==> src/rtl/axi_dma_rd_burst.sv <==
// axi_dma_rd_burst: AXI4 read-burst master. A databus request issues a single
// fixed-length INCR AR burst. Each R beat is forwarded as rdata with a one-cycle
// ready strobe, and done pulses together with the ready of the last beat.
`ifndef DDR_ADDR_W
  `define DDR_ADDR_W 32
`endif
`ifndef MIG_BUS_W
  `define MIG_BUS_W 64
`endif
`ifndef AXI_ID_W
  `define AXI_ID_W 4
`endif
`ifndef AXI_LEN_W
  `define AXI_LEN_W 8
`endif
`ifndef AXI_SIZE_W
  `define AXI_SIZE_W 3
`endif
`ifndef AXI_BURST_W
  `define AXI_BURST_W 2
`endif
`ifndef AXI_RESP_W
  `define AXI_RESP_W 2
`endif
`ifndef AXI_LOCK_W
  `define AXI_LOCK_W 1
`endif
`ifndef AXI_CACHE_W
  `define AXI_CACHE_W 4
`endif
`ifndef AXI_PROT_W
  `define AXI_PROT_W 3
`endif
`ifndef AXI_QOS_W
  `define AXI_QOS_W 4
`endif

module axi_dma_rd_burst #(
  parameter int BURST_LEN = 16,
  parameter bit USE_RAM   = 1'b1
) (
  input  logic                    clk,
  input  logic                    rst,
  input  logic                    valid,
  input  logic [`DDR_ADDR_W-1:0]  addr,
  output logic                    ready,
  output logic [`MIG_BUS_W-1:0]   rdata,
  output logic                    done,
  output logic                    error,
  output logic [`AXI_ID_W-1:0]    m_axi_arid,
  output logic [`DDR_ADDR_W-1:0]  m_axi_araddr,
  output logic [`AXI_LEN_W-1:0]   m_axi_arlen,
  output logic [`AXI_SIZE_W-1:0]  m_axi_arsize,
  output logic [`AXI_BURST_W-1:0] m_axi_arburst,
  output logic [`AXI_LOCK_W-1:0]  m_axi_arlock,
  output logic [`AXI_CACHE_W-1:0] m_axi_arcache,
  output logic [`AXI_PROT_W-1:0]  m_axi_arprot,
  output logic [`AXI_QOS_W-1:0]   m_axi_arqos,
  output logic                    m_axi_arvalid,
  input  logic                    m_axi_arready,
  input  logic [`AXI_ID_W-1:0]    m_axi_rid,
  input  logic [`MIG_BUS_W-1:0]   m_axi_rdata,
  input  logic [`AXI_RESP_W-1:0]  m_axi_rresp,
  input  logic                    m_axi_rlast,
  input  logic                    m_axi_rvalid,
  output logic                    m_axi_rready
);

  localparam int LEN_W  = `AXI_LEN_W;
  localparam int SIZE_W = `AXI_SIZE_W;
  localparam int RESP_W = `AXI_RESP_W;

  localparam logic [1:0] R_IDLE = 2'd0;
  localparam logic [1:0] R_ADDR = 2'd1;
  localparam logic [1:0] R_DATA = 2'd2;
  localparam logic [1:0] R_DONE = 2'd3;

  localparam logic [8:0] LAST_CNT = 9'(BURST_LEN - 1);

  logic [1:0] state;
  logic [8:0] cnt;
  logic       beat;
  logic       cnt_end;
  logic       last;

  // Beat ID is not used: only one AR is ever in flight.
  logic unused_rid;
  assign unused_rid = ^m_axi_rid;

  assign m_axi_arid    = '0;
  assign m_axi_arlen   = LEN_W'(BURST_LEN - 1);
  assign m_axi_arsize  = SIZE_W'($clog2(`MIG_BUS_W / 8));
  assign m_axi_arburst = 2'b01;
  assign m_axi_arlock  = '0;
  assign m_axi_arcache = 4'h2;
  assign m_axi_arprot  = 3'b010;
  assign m_axi_arqos   = '0;

  assign beat    = (state == R_DATA) && m_axi_rvalid && m_axi_rready;
  assign cnt_end = (cnt == LAST_CNT);
  // Either the counter or the slave's RLAST ends the burst; disagreement is an error.
  assign last    = cnt_end || m_axi_rlast;

  // Burst control FSM: AR handshake, beat counting, error tracking.
  always_ff @(posedge clk or posedge rst) begin
    if (rst) begin
      state         <= R_IDLE;
      cnt           <= '0;
      error         <= 1'b0;
      m_axi_araddr  <= '0;
      m_axi_arvalid <= 1'b0;
      m_axi_rready  <= 1'b0;
    end else begin
      case (state)
        R_IDLE: if (valid) begin
          m_axi_araddr  <= addr;
          m_axi_arvalid <= 1'b1;
          error         <= 1'b0;
          state         <= R_ADDR;
        end
        R_ADDR: if (m_axi_arready) begin
          m_axi_arvalid <= 1'b0;
          m_axi_rready  <= 1'b1;
          cnt           <= '0;
          state         <= R_DATA;
        end
        R_DATA: if (beat) begin
          cnt <= cnt + 9'd1;
          if (m_axi_rresp != RESP_W'(0) || (m_axi_rlast != cnt_end))
            error <= 1'b1;
          if (last) begin
            m_axi_rready <= 1'b0;
            state        <= R_DONE;
          end
        end
        default: state <= R_IDLE;
      endcase
    end
  end

  logic                  ready_q;
  logic                  done_q;
  logic [`MIG_BUS_W-1:0] rdata_q;

  // First output stage: capture each beat for the databus.
  always_ff @(posedge clk or posedge rst) begin
    if (rst) begin
      ready_q <= 1'b0;
      done_q  <= 1'b0;
      rdata_q <= '0;
    end else begin
      ready_q <= beat;
      done_q  <= beat && last;
      if (beat) rdata_q <= m_axi_rdata;
    end
  end

  generate
    if (USE_RAM) begin : g_lat1
      assign ready = ready_q;
      assign done  = done_q;
      assign rdata = rdata_q;
    end else begin : g_lat2
      logic                  ready_q2;
      logic                  done_q2;
      logic [`MIG_BUS_W-1:0] rdata_q2;
      // Second output stage for the two-cycle latency variant.
      always_ff @(posedge clk or posedge rst) begin
        if (rst) begin
          ready_q2 <= 1'b0;
          done_q2  <= 1'b0;
          rdata_q2 <= '0;
        end else begin
          ready_q2 <= ready_q;
          done_q2  <= done_q;
          rdata_q2 <= rdata_q;
        end
      end
      assign ready = ready_q2;
      assign done  = done_q2;
      assign rdata = rdata_q2;
    end
  endgenerate

endmodule

==> config.mk <==
export PLATFORM = sky130hd
export DESIGN_NAME = axi_dma_rd_burst
export DESIGN_NICKNAME = d
export VERILOG_FILES = /design/src/rtl/axi_dma_rd_burst.sv
export SDC_FILE = /design/constraint.sdc
export NUM_CORES = 1
export LEC_CHECK = 0
export ABC_AREA = 1
export CAP_MARGIN = 10
export CORE_MARGIN = 1
export CORE_UTILIZATION = 42
export CTS_BUF_LIST = sky130_fd_sc_hd__clkbuf_4
export CTS_CLUSTER_SIZE = 40
export DETAILED_ROUTE_END_ITERATION = 6
export GPL_TIMING_DRIVEN = 1
export PLACE_DENSITY_LB_ADDON = 0.08
export SETUP_SLACK_MARGIN = 0.4
export SYNTH_ARGS = -nofsm -noshare
export SYNTH_HDL_FRONTEND = slang
export SYNTH_SLANG_ARGS = --single-unit
==> constraint.sdc <==
create_clock -name clk -period 5.81 [get_ports clk]
set_input_delay 1.743 -clock clk [delete_from_list [all_inputs] [get_ports clk]]
set_output_delay 1.743 -clock clk [all_outputs]
set_load 0.005 [all_outputs]
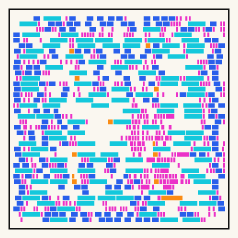
Figure 1: cell classes on the final placement.
Drawn at 2 px/um.
class	color	cells
remaining logic cells	magenta	438
sequential cells	cyan	112
remaining buffers and delay cells	blue	207
clock drivers and dummy loads	orange	12
fraction of area in registers: 0.406
core region area: 11000 um^2

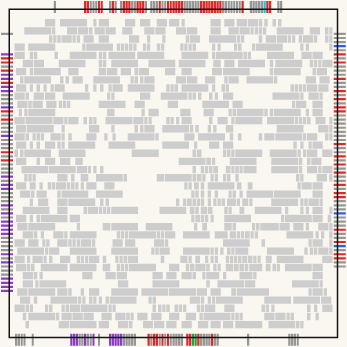
Figure 2: I/O pins on the die edge.
Drawn at 3 px/um. Pins as bars across the die edge, other pins in gray.
port	color	pins	direction	edge
m_axi_arlock	cyan	1	output	north
m_axi_rresp	green	2	input	south
m_axi_arsize	blue	3	output	east
addr	purple	32	input	22 west, 10 south
m_axi_rdata	red	64	input	29 north, 18 east, 9 south, 8 west
all pins by edge	65 north, 60 west, 58 east, 55 south

==> flow_metrics.rpt <==
IMPLEMENTATION SUMMARY REPORT
----------------------------------------------------
[Synthesis]
  Synth Register Bits ........................ 112
  Most common cell in the netlist ........................ sky130_fd_sc_hd__nand2_1
  YS chip area ........................ ~4800 um^2
  Synthesized netlist cell count ........................ 574
  Cell area after synthesis ........................ 4800 um^2
  Cell taking the most area after synthesis ........................ sky130_fd_sc_hd__dfrtp_1
  Mean instance size in the synthesized netlist ........................ 8.37 um^2
  Main area contributors ........................ sky130_fd_sc_hd__dfrtp_1 58%, sky130_fd_sc_hd__nand2_1 27%, sky130_fd_sc_hd__buf_4 5.5%
  Cell count in the Yosys report ........................ 574
  Yosys warns ........................ 0
  Sequential element share of the synthesized area ........................ 0.583
  EDFF count, synth ........................ 0
  Distinct lib cells ........................ 20
  Leading cell types by count after synthesis ........................ 341 x sky130_fd_sc_hd__nand2_1, 112 x sky130_fd_sc_hd__dfrtp_1, 35 x sky130_fd_sc_hd__buf_4
  Share of flip-flops with an asynchronous set or reset after synthesis ........................ 1.00
  Dominant synthesized flop cell ........................ sky130_fd_sc_hd__dfrtp_1

[Hold path]
  Worst min-delay path class ........................ reg2reg
  End point of the most critical hold path ........................ m_axi_araddr[11]
  Hold path cells ........................ 2
  Source of the worst hold timing path ........................ m_axi_araddr[11]

[CTS]
  Total of hold buffers inserted after clock tree synthesis ........................ 0
  Setup Buffers After CTS ........................ 0
  Buffer cell driving the clock tree root ........................ sky130_fd_sc_hd__clkbuf_4
  Clock tree from TritonCTS ........................ yes
  Clock buffers created by TritonCTS ........................ 9
  Depth of the CTS H-tree ........................ 3
  Post-cts gate resize count ........................ 0
  Clock Tree Buf Depth ........................ 2
  Clock-pin slew on the worst setup and hold paths ........................ 140 ps

[Setup path]
  CP cell instances ........................ clkdlybuf4s50_1 -> nand3_4 -> inv_2 -> nand2_1 -> nand2_1
  Worst reg-to-reg path cell count ........................ 6
  Required time at the endpoint of the critical path ........................ 6210 ps
  Launch point of the worst path ........................ m_axi_rvalid
  Max stage delay cell, worst path ........................ sky130_fd_sc_hd__inv_2
  Worst reg-to-reg setup slack ........................ 2690 ps
  Type of origin of the critical path ........................ input pin
  Top fanout value on the critical path ........................ 69
  Worst Setup EP ........................ rdata[47]
  Arr. time, crit path ........................ 4280 ps
  Endpoint of the lowest-slack register-to-register path ........................ rdata[47]
  Startpoint of the lowest-slack register-to-register path ........................ state[0]
  Critical path capture point type ........................ register
  Cell type with the highest occurrence count on the critical path ........................ sky130_fd_sc_hd__nand2_1

[Floorplanning]
  Die Footprint ........................ between 10000 and 15000 um^2
  Number of top-level pins ........................ 238
  Placement Rows ........................ 38
  Starting density of the core ........................ 0.437
  Width of the chip ........................ ~110 um
  Vert. Die Dim ........................ 109 um

[Route]
  TritonRoute pass-1 iters ........................ 5
  Ratio of routed vias to standard cells ........................ 4.57
  Antenna Nets Post-Route ........................ 0
  Remaining design rule violation count ........................ 0
  Iter 0 DRT Violations ........................ 214

[Placed design]
  Post-detail-place hpwl ........................ 8470 um
  Global placement routability congestion ........................ 0.769
  Count of input and output buffers ........................ 204

[Final timing]
  RSZ-0062 raised after global routing ........................ false
  Final tally of max-slew violations ........................ 0
  Setup clock skew after layout ........................ 14.2 ps
  Post-route setup TNS ........................ 0 ps
  Ratio of final minimum period to clock period ........................ 0.668
  Smallest hold slack ........................ 494 ps
  Final hold viol count ........................ 0
  Worst slew margin relative to its limit ........................ 0.249
  Clock period minus final worst setup slack ........................ between 3000 and 4000 ps
  Setup violators final ........................ 0

[Layout]
  Antenna diode instance count ........................ 0
  Fraction of final layout cells with drive strength greater than 1 ........................ 0.0247
  Number of inserted filler cells in the final layout ........................ 921
  Area growth from synthesis to layout ........................ 43.7%
  Flip-flop and latch area ........................ 2800 um^2
  Area used by multi-input combinational logic ........................ 1680 um^2
  Post-layout net count ........................ 882

[Power and ir drop]
  Worst VDD drop ........................ 0.218 mV
  Power Dens Cells ........................ 435 nW/um^2
  Leakage ........................ 3.50 nW

[GRT]
  Global-route wire length before repair ........................ between 15000 and 20000 um
  Via count of the first global-routing pass ........................ 4010
  Maximum number of pins on one net before global-route repair ........................ around 70

[Flow run]
  Stage-log warning count ........................ 33
  Count of maximum capacitance violations ........................ 0

[Run status]
  Outcome ........................ complete, no violations

----------------------------------------------------
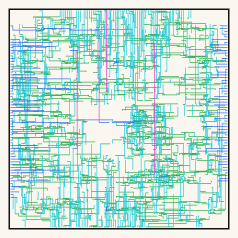
Figure 3: metal layers overlaid.
Drawn at 2 px/um.
layer	color	wire length
M1	green	4970 um
M3	blue	955 um
M2	cyan	5730 um
M4	magenta	201 um
number of vias in the routed layout: 4154
final wirelength: 11900 um
overall global routing resource usage: 0.207
Wirelength per Cell: 13.0 um

==> cell type report <==
class,count,area share
multi-input cells,418,0.243
clock buffers,9,0.00979
repair buffers,207,0.299
well taps,140,0.0254
inverters,20,0.0112
flip-flops and latches,112,0.406
clock inverters,3,0.00544
==> flip-flops by register name, indices dropped and copies added (netlist names) <==
register,count
m_axi_rready,1
done,1
m_axi_araddr,32
state,2
m_axi_arvalid,1
rdata,64
cnt,9
ready,1
error,1
==> critical path, delay by kind of cell <==
kind	cells	cell delay, ps
and+or+nand+nor	3	860
buffers and inverters	2	1630
==> per-stage QoR <==
| step | cells | power, W | instance area [um^2] | util |
|---|---|---|---|---|
| after detailed placement | 897 | 0.00268 | 6800 | 0.619 |
| after CTS | 909 | 0.00304 | 6900 | 0.629 |
| after global routing | 909 | 0.00325 | 6900 | 0.629 |
| after floorplan | 601 | 0.00187 | 4910 | - |
| after global placement | 897 | 0.00264 | 6800 | 0.619 |
| final | 909 | 0.00300 | 6900 | 0.629 |
==> logic make-up after synthesis <==
family	synth area share
simple gates	0.303
flops	0.583
buf+inv	0.0883
fa+ha+maj	0.0156
compound gates	0.00807
other cells	0.00156
==> cells in the final DEF (no fill, tap or decap) <==
| cell | Yosys | routed |
|---|---|---|
| sky130_fd_sc_hd__ha_1 | 6 | 6 |
| sky130_fd_sc_hd__o21ai_0 | 4 | 4 |
| sky130_fd_sc_hd__nand3_1 | 16 | 16 |
| sky130_fd_sc_hd__nor3_1 | 1 | 1 |
| sky130_fd_sc_hd__nand4_1 | 3 | 3 |
| sky130_fd_sc_hd__o21ai_1 | 1 | 1 |
| sky130_fd_sc_hd__dfrtp_1 | 112 | 112 |
| sky130_fd_sc_hd__o21ai_2 | 1 | 1 |
| sky130_fd_sc_hd__nor2_1 | 13 | 13 |
| sky130_fd_sc_hd__a21oi_1 | 1 | 1 |
| sky130_fd_sc_hd__clkdlybuf4s50_1 | 0 | 204 |
| sky130_fd_sc_hd__nand2_1 | 341 | 341 |
| sky130_fd_sc_hd__clkinv_1 | 0 | 2 |
| sky130_fd_sc_hd__bufinv_16 | 0 | 1 |
| sky130_fd_sc_hd__nand3_4 | 1 | 1 |
| sky130_fd_sc_hd__inv_2 | 2 | 2 |
| sky130_fd_sc_hd__clkbuf_4 | 0 | 9 |
| sky130_fd_sc_hd__buf_4 | 35 | 3 |
| sky130_fd_sc_hd__conb_1 | 2 | 29 |
| sky130_fd_sc_hd__inv_1 | 18 | 17 |
| sky130_fd_sc_hd__nor2_2 | 1 | 1 |
| sky130_fd_sc_hd__inv_4 | 0 | 1 |
==> per-layer routing <==
| layer | vias up | wire [um] | GRT usage |
|---|---|---|---|
| met4 | 0 | 200 | 0.0801 |
| met1 | 1943 | 4970 | 0.261 |
| met3 | 13 | 955 | 0.0628 |
| met5 | - | 0 | 0 |
| li1 | 2054 | - | - |
| met2 | 144 | 5730 | 0.332 |
==> report_power, final <==
| part | switching (W) | total, W | leakage [nW] | internal (W) |
|---|---|---|---|---|
| Sequential | 0.000182 | 0.00128 | 1.42 | 0.00110 |
| Clock | 0.000227 | 0.000347 | 0.0587 | 0.000120 |
| Combinational | 0.000597 | 0.00137 | 2.02 | 0.000774 |
Power figures rest on the tool's default switching activity, not on a simulated workload.
